File: src/rtl/seq_mult_hs_if.sv
// Operand/product handshake bundle for the sequential multiplier.
interface seq_mult_hs_if #(
  parameter int unsigned A_WIDTH = 22,
  parameter int unsigned B_WIDTH = 22
);
  logic                       in_valid;
  logic                       in_ready;
  logic [A_WIDTH-1:0]         a;
  logic [B_WIDTH-1:0]         b;
  logic                       out_valid;
  logic                       out_ready;
  logic [A_WIDTH+B_WIDTH-1:0] product;

  // Producer of operands / consumer of products.
  modport master (
    output in_valid, a, b, out_ready,
    input  in_ready, out_valid, product
  );

  // The multiplier itself.
  modport slave (
    input  in_valid, a, b, out_ready,
    output in_ready, out_valid, product
  );
endinterface

File: src/rtl/seq_mult_hs.sv
// Multi-cycle shift-add multiplier, one multiplier bit per cycle, with
// valid/ready handshakes on operand and product sides. One op in flight.
module seq_mult_hs #(
  parameter int unsigned A_WIDTH = 22,
  parameter int unsigned B_WIDTH = 22,
  parameter int unsigned TC_MODE = 1
) (
  input  logic         clk,
  input  logic         rst,
  seq_mult_hs_if.slave bus
);

  localparam int unsigned P_WIDTH   = A_WIDTH + B_WIDTH;
  localparam int unsigned CNT_WIDTH = $clog2(B_WIDTH + 1);
  localparam bit          TC        = (TC_MODE != 0);

  typedef enum logic [1:0] {
    IDLE = 2'd0,
    BUSY = 2'd1,
    DONE = 2'd2
  } state_e;

  state_e               state_q, state_d;
  logic                 in_ready_q, in_ready_d;
  logic                 out_valid_q, out_valid_d;
  logic [P_WIDTH-1:0]   product_q, product_d;
  logic [P_WIDTH-1:0]   acc_q, acc_d;
  logic [P_WIDTH-1:0]   mcand_q, mcand_d;
  logic [B_WIDTH-1:0]   mplier_q, mplier_d;
  logic                 neg_q, neg_d;
  logic [CNT_WIDTH-1:0] count_q, count_d;

  logic                 accept_c;
  logic                 a_neg_c, b_neg_c;
  logic [A_WIDTH-1:0]   a_mag_c;
  logic [B_WIDTH-1:0]   b_mag_c;

  assign bus.in_ready  = in_ready_q;
  assign bus.out_valid = out_valid_q;
  assign bus.product   = product_q;

  // Operand acceptance and magnitude/sign extraction; -2^(W-1) maps to 2^(W-1) unsigned.
  always_comb begin
    accept_c = bus.in_valid && in_ready_q && (state_q == IDLE);
    a_neg_c  = TC && bus.a[A_WIDTH-1];
    b_neg_c  = TC && bus.b[B_WIDTH-1];
    a_mag_c  = a_neg_c ? A_WIDTH'(-bus.a) : bus.a;
    b_mag_c  = b_neg_c ? B_WIDTH'(-bus.b) : bus.b;
  end

  // State and datapath registers.
  always_ff @(posedge clk or posedge rst) begin
    if (rst) begin
      state_q     <= IDLE;
      in_ready_q  <= 1'b0;
      out_valid_q <= 1'b0;
      product_q   <= '0;
      acc_q       <= '0;
      mcand_q     <= '0;
      mplier_q    <= '0;
      neg_q       <= 1'b0;
      count_q     <= '0;
    end else begin
      state_q     <= state_d;
      in_ready_q  <= in_ready_d;
      out_valid_q <= out_valid_d;
      product_q   <= product_d;
      acc_q       <= acc_d;
      mcand_q     <= mcand_d;
      mplier_q    <= mplier_d;
      neg_q       <= neg_d;
      count_q     <= count_d;
    end
  end

  // Next-state: fixed B_WIDTH iterations plus one finalize edge, then wait for consumer.
  always_comb begin
    state_d = state_q;
    case (state_q)
      IDLE: if (accept_c) state_d = BUSY;
      BUSY: if (count_q == CNT_WIDTH'(B_WIDTH)) state_d = DONE;
      DONE: if (out_valid_q && bus.out_ready) state_d = IDLE;
      default: state_d = IDLE;
    endcase
  end

  // Outputs and datapath next values; in_ready only rises when IDLE is actually entered.
  always_comb begin
    in_ready_d  = (state_d == IDLE);
    out_valid_d = out_valid_q;
    product_d   = product_q;
    acc_d       = acc_q;
    mcand_d     = mcand_q;
    mplier_d    = mplier_q;
    neg_d       = neg_q;
    count_d     = count_q;
    case (state_q)
      IDLE: begin
        if (accept_c) begin
          acc_d    = '0;
          mcand_d  = P_WIDTH'(a_mag_c);
          mplier_d = b_mag_c;
          neg_d    = a_neg_c ^ b_neg_c;
          count_d  = '0;
        end
      end
      BUSY: begin
        if (count_q != CNT_WIDTH'(B_WIDTH)) begin
          if (mplier_q[0]) acc_d = acc_q + mcand_q;
          mcand_d  = mcand_q << 1;
          mplier_d = mplier_q >> 1;
          count_d  = count_q + CNT_WIDTH'(1);
        end else begin
          product_d   = neg_q ? P_WIDTH'(-acc_q) : acc_q;
          out_valid_d = 1'b1;
        end
      end
      DONE: begin
        if (bus.out_ready) out_valid_d = 1'b0;
      end
      default: begin
        out_valid_d = 1'b0;
      end
    endcase
  end

endmodule

File: src/flat_wrapper.sv
// flat-port wrapper written by rule: the top's interface ports become plain ports
module seq_mult_hs_flat 
#(
  parameter int unsigned A_WIDTH = 22,
  parameter int unsigned B_WIDTH = 22,
  parameter int unsigned TC_MODE = 1
)
  (clk, rst, bus_in_valid, bus_a, bus_b, bus_out_ready, bus_in_ready, bus_out_valid, bus_product);
  seq_mult_hs_if #(.A_WIDTH(A_WIDTH), .B_WIDTH(B_WIDTH)) bus_i ();
  input  logic clk;
  input  logic rst;
  input wire logic [$bits(bus_i.in_valid)-1:0] bus_in_valid;
  input wire logic [$bits(bus_i.a)-1:0] bus_a;
  input wire logic [$bits(bus_i.b)-1:0] bus_b;
  input wire logic [$bits(bus_i.out_ready)-1:0] bus_out_ready;
  output wire logic [$bits(bus_i.in_ready)-1:0] bus_in_ready;
  output wire logic [$bits(bus_i.out_valid)-1:0] bus_out_valid;
  output wire logic [$bits(bus_i.product)-1:0] bus_product;
  assign bus_i.in_valid = bus_in_valid;
  assign bus_i.a = bus_a;
  assign bus_i.b = bus_b;
  assign bus_i.out_ready = bus_out_ready;
  assign bus_in_ready = bus_i.in_ready;
  assign bus_out_valid = bus_i.out_valid;
  assign bus_product = bus_i.product;
  seq_mult_hs #(.A_WIDTH(A_WIDTH), .B_WIDTH(B_WIDTH), .TC_MODE(TC_MODE)) u_core (.clk(clk), .rst(rst), .bus(bus_i));
endmodule
File: config.mk
export PLATFORM = sky130hd
export DESIGN_NAME = seq_mult_hs_flat
export DESIGN_NICKNAME = d
export VERILOG_FILES = /design/src/rtl/seq_mult_hs_if.sv /design/src/rtl/seq_mult_hs.sv /design/src/flat_wrapper.sv
export SDC_FILE = /design/constraint.sdc
export NUM_CORES = 1
export LEC_CHECK = 0
export CAP_MARGIN = 30
export CORE_ASPECT_RATIO = 0.75
export CORE_MARGIN = 4
export CORE_UTILIZATION = 30
export CTS_CLUSTER_SIZE = 40
export DETAILED_ROUTE_END_ITERATION = 10
export HOLD_SLACK_MARGIN = 0.06
export PLACE_DENSITY = 0.52
export SLEW_MARGIN = 10
export SYNTH_ARGS = -nofsm -noshare
export SYNTH_HDL_FRONTEND = slang
export SYNTH_SLANG_ARGS = --single-unit
File: constraint.sdc
create_clock -name clk -period 8.4 [get_ports clk]
set_clock_uncertainty 0.05 [all_clocks]
set_input_delay 2.1 -clock clk [delete_from_list [all_inputs] [get_ports clk]]
set_output_delay 2.1 -clock clk [all_outputs]
set_load 0.05 [all_outputs]
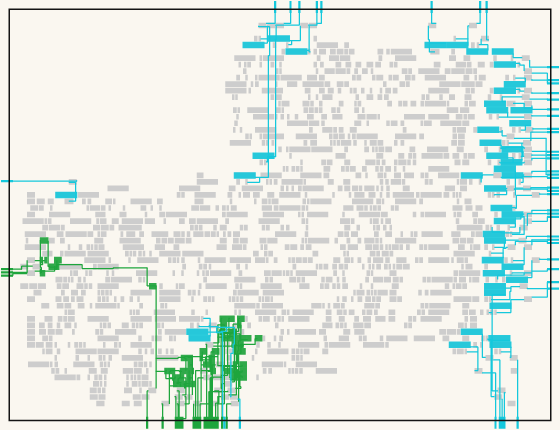
(run_1/io_fan.png)
port	colour	bits	direction	edge	end cells	buffers	wire
bus_product	cyan	44	output	28 right, 8 top, 7 bottom, 1 left	44	44	1,270 um
bus_a	green	22	input	19 bottom, 3 left	54	22	995 um

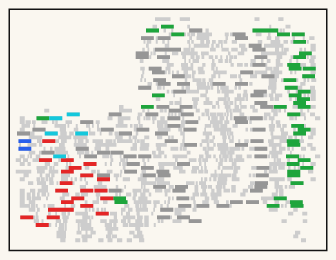
(run_1/flops_by_reg.png)
name in the netlist	colour	flops
u_core.mplier_q	red	22
u_core.count_q	cyan	5
u_core.state_q	blue	2
u_core.bus.product	green	44
not coloured	91
Sequential Power: 0.00150 W
Sequential cell area: 4100 sq um
Final Core Density: 36.0%
register share of the cell area: 32.7%

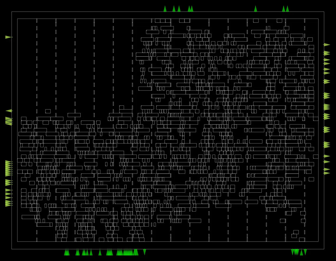
(run_1/placement.png)
Placement Rows: 59
count of non-filler cells in the finished layout: 1,796
Core ar.: 34,800 sq um

==> impl_metrics.env, run 1 <==
# implementation run metrics
export IMPL_intPower_w=0.00257
export IMPL_dp_cells=1763
export IMPL_place_congestion=0.864
export IMPL_overflow=0
export IMPL_routed_wl_mm=27.9
export IMPL_min_period_ns=4.63
export IMPL_powerDensity_nw_per_um2=400
export IMPL_cts_repair_resized=0
export IMPL_synth_stat_cells=1283
export IMPL_syn_num_nets=1380
export IMPL_synth_distinct_cells=63
export IMPL_end_kind="flip-flop"
export IMPL_slowest_delay_ns=0.47
export IMPL_antennaDiodeCount=0
export IMPL_flop_cell="dfrtp_1"
export IMPL_hold_viol=0
export IMPL_grt_usage_pct=14.8
export IMPL_worst_pin_slew_ns=0.869
export IMPL_rsz0062_at_grt="no"
export IMPL_warning_count=27
export IMPL_finalSetupViolations=0
export IMPL_num_vias=9155
export IMPL_status="finished clean"
export IMPL_ir_drop_mv=0.325
export IMPL_synth_cell_area_sq_um=10600
export IMPL_drtIter0Drc=606
export IMPL_leakage_nw=5.45
export IMPL_tns_ns=0
export IMPL_portBuffers=93
export IMPL_drive_gt1_share_pct=4.78
export IMPL_switching_share_pct=48.8
export IMPL_syn_inst=1283
export IMPL_critPathMaxFanout=5
export IMPL_cp_arrival_ns=4.88
export IMPL_drt_pass1_iter_count=5
export IMPL_clk_pin_slew_worst_paths_ns=0.07
export IMPL_edf_count=0
export IMPL_routed_via_density=5.10
export IMPL_grt_pass1_wl_mm=46.0
export IMPL_clockBufferDepth=2
export IMPL_crit_buf_inv=1
export IMPL_cpLargestDelayFamily="simple AND/OR/NAND/NOR gates"
export IMPL_post_drt_wl_per_cell_um=15.5
export IMPL_antenna_found_initial=0
export IMPL_io_pins=94
export IMPL_grt_max_degree=86
export IMPL_layout_top_cells="dfrtp_1, nand2_1, a21oi_1"
export IMPL_cts_tree="built"
export IMPL_syn_avg_cell_area_sq_um=8.29
export IMPL_numCtsBuffers=17
export IMPL_path_class="input pin to flip-flop"
[run 1: power by group through the flow]
stage                     registers (W)  logic, W  clock network, W
final                           0.00150   0.00274          0.000786
after global routing            0.00155   0.00306          0.000845
after CTS                       0.00150   0.00274          0.000809
after detailed placement        0.00151   0.00273                 0
after global placement          0.00151   0.00270                 0
after floorplan                 0.00171   0.00176                 0
[run 1: final timing paths]
path | slack (ns) | start | end | depth (start not counted)
max | 3.77 | bus_b[2] | u_core.mplier_q[19] | 10
min | 0.43 | u_core.mplier_q[6] | u_core.mplier_q[6] | 2
max reg2reg | 4.92 | u_core.acc_q[0] | u_core.acc_q[40] | 11
min reg2reg | 0.43 | u_core.mplier_q[6] | u_core.mplier_q[6] | 2
max in group asynchronous | 5.04 | rst | u_core.bus.product[3] | 3
min in group asynchronous | 2.08 | rst | u_core.bus.product[14] | 2
[run 1: sequential cells by signal (all words and copies together), names as in the netlist]
register / count
u_core.acc_q: 44
u_core.mcand_q: 44
u_core.neg_q: 1
u_core.bus.in_ready: 1
u_core.bus.product: 44
u_core.bus.out_valid: 1
u_core.mplier_q: 22
u_core.state_q: 2
u_core.count_q: 5
[run 1: synth_stat cells (13+ instances only)]
cell / count / area [sq um]
dfrtp_1: 164 / 4100
nand2_1: 158 / 593
a21oi_1: 133 / 666
o21ai_0: 125 / 626
nor2_1: 119 / 447
xor2_1: 86 / 753
nand3_1: 83 / 415
clkbuf_1: 75 / 282
ha_1: 48 / 601
xnor2_1: 28 / 245
o31ai_1: 27 / 203
inv_1: 23 / 86.3
a21o_1: 22 / 165
nand4_1: 15 / 93.8
nor3_1: 14 / 70.1
and3_1: 13 / 81.3
[run 1: cell type report]
| class | count | area share, % |
|---|---|---|
| tap | 457 | 4.56 |
| clock buffer | 18 | 3.50 |
| multi-input combinational | 1017 | 49.2 |
| timing repair buffer | 103 | 8.18 |
| inverter | 23 | 0.728 |
| sequential | 164 | 32.7 |
| clock inverter | 14 | 1.12 |
[run 1: kinds of logic after synthesis]
family | share of synthesized area [%]
flops | 38.6
buf+inv | 3.60
fa+ha+maj | 5.84
mux | 0.883
xor+xnor | 9.39
compound gates | 20.9
simple gates | 20.7
[run 1: stage by stage]
step	instance area, sq um	hold WS (ns)	total power, W	setup slack, ns
floorplan	10600	0.400	0.00347	1.82
global placement	11900	0.414	0.00421	3.34
detailed placement	11900	0.420	0.00424	3.33
CTS	12500	0.435	0.00504	3.80
global route	12500	0.467	0.00546	3.57
finish	12500	0.431	0.00502	3.77
[run 1: metal layers]
metal / up-vias / global-route usage, % / share of wire, %
met5: - / 0 / 0
met4: 0 / 3.73 / 1.5
met3: 27 / 3.00 / 4.3
met2: 176 / 20.8 / 41
met1: 4281 / 23.0 / 53
li1: 4671 / - / -
[run 1: worst register-to-register path, delay by kind of cell (launching register included)]
kind                     cells  cell delay (ns)
adder cells (fa/ha/maj)      2             0.46
flip-flops                   1             0.42
AND-OR/OR-AND                8             2.18
AND/OR/NAND/NOR              1             0.22
==> run_1/layer_met3.png <==
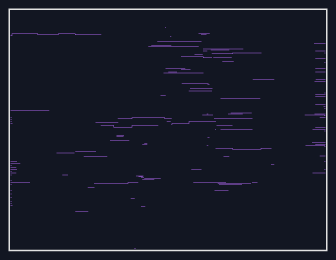

==> run 2: changes to the inputs <==
PLACE_DENSITY = 0.54   (was 0.52)
clock period = 4 ns   (was 8.4 ns; I/O delays follow)
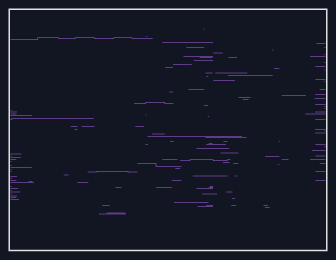
(run_2/layer_met3.png)
share of all routed wire	4.4%
main direction	horizontal

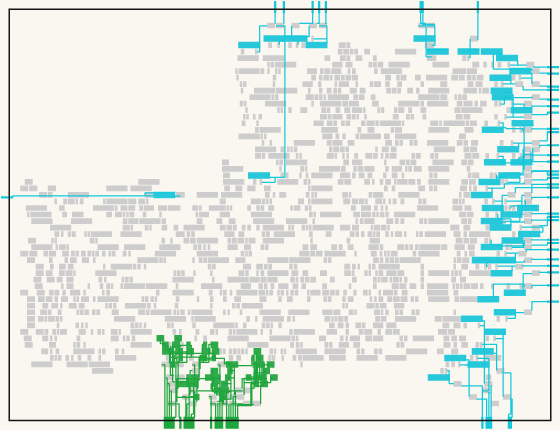
(run_2/io_fan.png)
port	colour	bits	direction	edge	end cells	buffers	wire
bus_product	cyan	44	output	29 right, 8 top, 6 bottom, 1 left	44	44	1,200 um
bus_a	green	22	input	bottom	54	22	846 um

==> impl_metrics.env, run 2 <==
# implementation run metrics
export IMPL_rrSetupSlack_ns=0.47
export IMPL_cts_tree="built"
export IMPL_post_drt_wl_per_cell_um=15.4
export IMPL_worstReg2RegEnd="u_core.acc_q[40]"
export IMPL_mux_share_pct=0.883
export IMPL_syn_avg_cell_area_sq_um=8.29
export IMPL_synth_distinct_cells=63
export IMPL_numCtsBuffers=17
export IMPL_synth_largest_area_cell="dfrtp_1"
export IMPL_grt_pass1_wl_mm=46.2
export IMPL_clk_pin_slew_worst_paths_ns=0.07
export IMPL_warning_count=27
export IMPL_flop_cell="dfrtp_1"
export IMPL_relSlewSlack_pct=49.9
export IMPL_edf_count=0
export IMPL_end_kind="flip-flop"
export IMPL_worst_pin_slew_ns=0.752
export IMPL_critPathMaxFanout=5
export IMPL_drt_pass1_iter_count=5
export IMPL_tns_ns=0
export IMPL_mostFrequentLayoutCell="dfrtp_1"
export IMPL_synthTopCellsByArea="dfrtp_1, xor2_1, a21oi_1, o21ai_0, ha_1"
export IMPL_routed_wl_mm=27.8
export IMPL_synth_stat_cells=1283
export IMPL_drc=0
export IMPL_ys_sh_simple_pct=20.7
export IMPL_ys_sh_xor_pct=9.39
export IMPL_cts_repair_resized=0
export IMPL_whs_path_depth=2
export IMPL_syn_inst=1283
export IMPL_routed_via_density=5.13
export IMPL_floorplan_core_util_pct=30.5
export IMPL_drive_gt1_share_pct=5.35
export IMPL_ir_drop_mv=0.289
export IMPL_first_global_vias=8707
export IMPL_dp_final_hpwl_mm=21.2
export IMPL_min_period_ns=3.53
export IMPL_yosysMostFrequentCell="dfrtp_1"
export IMPL_required_ns=4.28
export IMPL_drv_cap=0
export IMPL_ff_latch_area_sq_um=4100
export IMPL_cp_arrival_ns=3.81
export IMPL_r2r_start="u_core.acc_q[0]"
export IMPL_fin_ws_ns=0.468
export IMPL_grt_max_degree=80
export IMPL_die_x_um=225
export IMPL_hold_class="flip-flop to flip-flop"
export IMPL_powerDensity_nw_per_um2=832
export IMPL_cts_root_buffer="clkbuf_16"
export IMPL_synthAoiAreaFrac_pct=20.9
export IMPL_path_class="flip-flop to flip-flop"
export IMPL_pre_cts_ws_ns=0.158
export IMPL_drtIter0Drc=635
export IMPL_common_cells="dfrtp_1, nand2_1, a21oi_1"
export IMPL_setup_worst_path_start="u_core.acc_q[0]"
export IMPL_rows=59
export IMPL_leakage_nw=5.48
export IMPL_antennaDiodeCount=0
export IMPL_place_congestion=0.909
export IMPL_ys_top_logic_family="AND-OR/OR-AND gates"
export IMPL_portBuffers=93
export IMPL_antenna_found_initial=0
export IMPL_core_area_sq_um=34800
export IMPL_area_delta_synth_final_pct=18.8
export IMPL_cts_setup_buffers=0
export IMPL_ys_chip_area_sq_um=10600
export IMPL_insertion_delay_ns=0.44
export IMPL_adder_share_pct=5.84
export IMPL_final_antenna_net_count=0
export IMPL_layout_top_cells="dfrtp_1, nand2_1, a21oi_1"
export IMPL_numClockSinks=164
export IMPL_finalSetupViolations=0
export IMPL_synth_top_area_share_pct=38.6
export IMPL_rsz0062_at_grt="no"
export IMPL_synth_cell_area_sq_um=10600
export IMPL_io_pins=94
export IMPL_status="finished clean"
export IMPL_overflow=0
export IMPL_hold_viol=0
export IMPL_die_area_sq_um=38500
export IMPL_num_vias=9253
export IMPL_slew_viol_final=0
export IMPL_fmax_mhz=283
export IMPL_clockBufferDepth=2
export IMPL_endpoint="u_core.acc_q[40]"
export IMPL_grt_usage_pct=14.7
export IMPL_reg2regPathDepth=11
export IMPL_syn_num_nets=1380
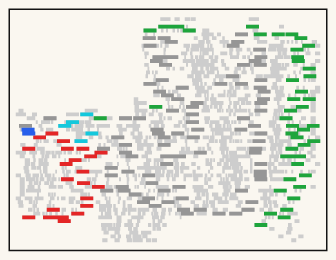
(run_2/flops_by_reg.png)
name in the netlist	colour	flops
u_core.count_q	cyan	5
u_core.mplier_q	red	22
u_core.bus.product	green	44
u_core.state_q	blue	2

[run 2: cell count changes in the layout (fill, tap and decap cells not counted), sizes merged]
| cell | previous run | this run |
|---|---|---|
| buf | 10 | 19 |
| clkinvlp | 2 | 4 |
| bufinv | 1 | 0 |
| clkbuf | 18 | 17 |
| inv | 30 | 29 |
[run 2: logic make-up (layout without fill, tap and decap cells)]
family | Yosys count | count (layout)
AND/OR/NAND/NOR | 469 | 469
XOR/XNOR | 114 | 114
flip-flops | 164 | 164
buffers and inverters | 102 | 166
AND-OR/OR-AND | 376 | 376
multiplexers | 9 | 9
adder cells (fa/ha/maj) | 49 | 49
[run 2: critical path, stage by stage, from the launching register on]
cell       delay (ns)
dfrtp_1          0.40
ha_1             0.23
fa_1             0.25
a21oi_1          0.09
nand4b_1         0.23
a21oi_1          0.30
o2111ai_1        0.28
a211oi_1         0.42
o21ai_1          0.25
a2111oi_0        0.63
o21a_1           0.23
o31ai_1          0.07
[run 2: routing by layer]
metal / vias up / track usage [%] / part of all wire [%]
met2: 188 / 21.3 / 41
met3: 28 / 3.43 / 4.4
met1: 4363 / 22.2 / 53
met4: 0 / 3.54 / 1.3
li1: 4674 / - / -
met5: - / 0 / 0
[run 2: cell type report]
| type | count | share of cell area [%] |
|---|---|---|
| timing repair buffer | 112 | 9.06 |
| clock inverter | 14 | 0.941 |
| multi-input combinational | 1017 | 48.9 |
| clock buffer | 17 | 3.37 |
| inverter | 23 | 0.713 |
| sequential | 164 | 32.5 |
| tap | 457 | 4.53 |
[run 2: worst min path at each step]
stage                             start                  end  slack (ns)
floorplan           u_core.mplier_q[19]  u_core.mplier_q[19]        0.40
global placement     u_core.mplier_q[6]   u_core.mplier_q[6]        0.41
detailed placement  u_core.mplier_q[17]  u_core.mplier_q[17]        0.42
CTS                 u_core.mplier_q[17]  u_core.mplier_q[17]        0.44
global route        u_core.mplier_q[13]  u_core.mplier_q[13]        0.46
finish              u_core.mplier_q[17]  u_core.mplier_q[17]        0.43
[run 2: power breakdown]
group          internal (W)  leakage (nW)  switching [W]  total, W
clock              0.000807         0.258       0.000756   0.00156
combinational       0.00216          3.13        0.00360   0.00576
sequential          0.00237          2.10       0.000811   0.00318
total               0.00534          5.48        0.00516    0.0105
[run 2: stage by stage]
stage	cell area (sq um)	hold slack (ns)	utilization [%]	std cells	power (W)
final	12600	0.433	36.2	1804	0.0105
after global routing	12600	0.461	36.2	1804	0.0114
after CTS	12600	0.437	36.1	1802	0.0106
after detailed placement	12000	0.421	34.6	1771	0.00897
after global placement	12000	0.414	34.6	1771	0.00890
after floorplan	10600	0.400	-	1283	0.00729
==> run 3: changes to the inputs <==
ABC_AREA = 0   (was not set)
ABC_CLOCK_PERIOD_IN_PS = 4000   (was not set)
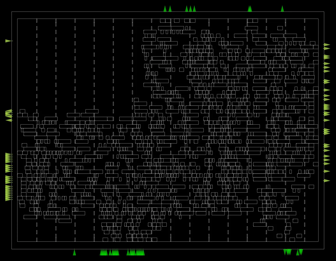
(run_3/placement.png)
flop count: 164
Filler cells: 3,629
count of non-filler cells in the finished layout: 1,804
Final Core Density: 36.2%

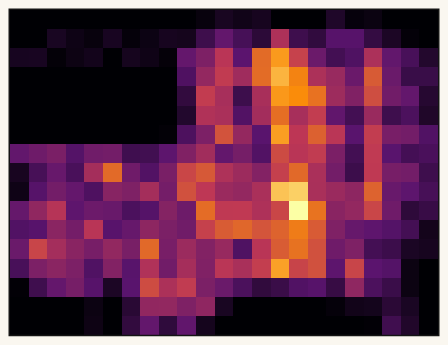
(run_3/metal_density.png)
23 x 17 tiles, from black (low) to pale yellow (high), scaled to the fullest tile. Values are wire area over tile area, all layers added.
nearly empty tiles	23%
fullest tile	0.44
emptiest ninth of the die	top left
mean over tiles	0.11
Total Routing Usage GR: 14.7%
wire per inst: 15.4 um
Routed WL: 27.8 mm
vias post-DR: 9,253

==> impl_metrics.env, run 3 <==
# implementation run metrics
export IMPL_status="finished clean"
export IMPL_syn_avg_cell_area_sq_um=8.29
export IMPL_whs_path_depth=2
export IMPL_synthTopCellsByArea="dfrtp_1, xor2_1, a21oi_1, o21ai_0, ha_1"
export IMPL_syn_inst=1283
export IMPL_cts_tree="built"
export IMPL_ys_chip_area_sq_um=10600
export IMPL_area_delta_synth_final_pct=18.8
export IMPL_ys_sh_xor_pct=9.39
export IMPL_io_pins=94
export IMPL_final_antenna_net_count=0
export IMPL_numCtsBuffers=17
export IMPL_critPathMaxFanout=5
export IMPL_drv_cap=0
export IMPL_worst_pin_slew_ns=0.752
export IMPL_ys_sh_simple_pct=20.7
export IMPL_cts_root_buffer="clkbuf_16"
export IMPL_hold_class="flip-flop to flip-flop"
export IMPL_leakage_nw=5.48
export IMPL_end_kind="flip-flop"
export IMPL_edf_count=0
export IMPL_yosysMostFrequentCell="dfrtp_1"
export IMPL_die_x_um=225
export IMPL_synth_distinct_cells=63
export IMPL_hold_viol=0
export IMPL_ir_drop_mv=0.289
export IMPL_r2r_start="u_core.acc_q[0]"
export IMPL_required_ns=4.28
export IMPL_mux_share_pct=0.883
export IMPL_grt_pass1_wl_mm=46.2
export IMPL_rrSetupSlack_ns=0.47
export IMPL_insertion_delay_ns=0.44
export IMPL_fmax_mhz=283
export IMPL_pre_cts_ws_ns=0.158
export IMPL_drc=0
export IMPL_flop_cell="dfrtp_1"
export IMPL_dp_final_hpwl_mm=21.2
export IMPL_common_cells="dfrtp_1, nand2_1, a21oi_1"
export IMPL_slew_viol_final=0
export IMPL_use_met1_pct=22.2
export IMPL_cts_setup_buffers=0
export IMPL_drive_gt1_share_pct=5.35
export IMPL_syn_num_nets=1380
export IMPL_holdPathEnd="u_core.mplier_q[17]"
export IMPL_floorplan_core_util_pct=30.5
export IMPL_cts_repair_resized=0
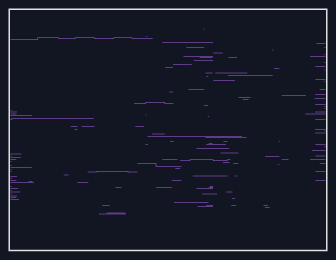
(run_3/layer_met3.png)
share of all routed wire	4.4%
longest straight run	67.2 um
nets with wire on the layer	106

run 3: cell counts after synthesis:
Identical to the previous run, type by type.
run 3: routing by layer:
| layer | share of wire [%] | up-vias |
|---|---|---|
| met5 | 0 | - |
| met4 | 1.3 | 0 |
| met3 | 4.4 | 28 |
| met2 | 41 | 188 |
| met1 | 53 | 4363 |
| li1 | - | 4674 |
run 3: how the worst max path moves through the flow:
stage	startpoint	to	slack [ns]	cells past startpoint
floorplan	bus_b[10]	u_core.mplier_q[19]	0.83	8
global placement	bus_b[2]	u_core.mplier_q[19]	0.13	10
detailed placement	bus_b[2]	u_core.mplier_q[19]	0.16	10
CTS	u_core.acc_q[0]	u_core.acc_q[40]	0.52	11
global route	u_core.acc_q[0]	u_core.acc_q[40]	0.21	11
finish	u_core.acc_q[0]	u_core.acc_q[40]	0.47	11
run 3: power by group:
group          total, W  internal [W]  switching, W
clock           0.00156      0.000807      0.000756
combinational   0.00576       0.00216       0.00360
sequential      0.00318       0.00237      0.000811
run 3: cell families (layout without fill, tap and decap cells):
family          Yosys count  count (layout)
simple gates            469             469
compound gates          376             376
flops                   164             164
xor+xnor                114             114
buf+inv                 102             166
fa+ha+maj                49              49
mux                       9               9
run 3: stage by stage:
| step | hold slack (ns) | std cells | total power [W] |
|---|---|---|---|
| 2_1_floorplan | 0.400 | 1283 | 0.00729 |
| 3_3_place_gp | 0.414 | 1771 | 0.00890 |
| 3_5_place_dp | 0.421 | 1771 | 0.00897 |
| 4_1_cts | 0.437 | 1802 | 0.0106 |
| 5_1_grt | 0.461 | 1804 | 0.0114 |
| 6_report | 0.433 | 1804 | 0.0105 |
run 3: final cells by class:
type,instances,area share [%]
Clock buffer,17,3.37
Sequential cell,164,32.5
Inverter,23,0.713
Tap cell,457,4.53
Multi-Input combinational cell,1017,48.9
Timing Repair Buffer,112,9.06
Clock inverter,14,0.941
run 3: worst max-delay path, delay by kind of cell, from the launching register on:
family                     cells  cell delay (ns)
DFF                            1             0.40
adders and majority gates      2             0.48
AOI/OAI and AO/OA              8             2.27
and+or+nand+nor                1             0.23
Power and IR drop assume default switching activity.
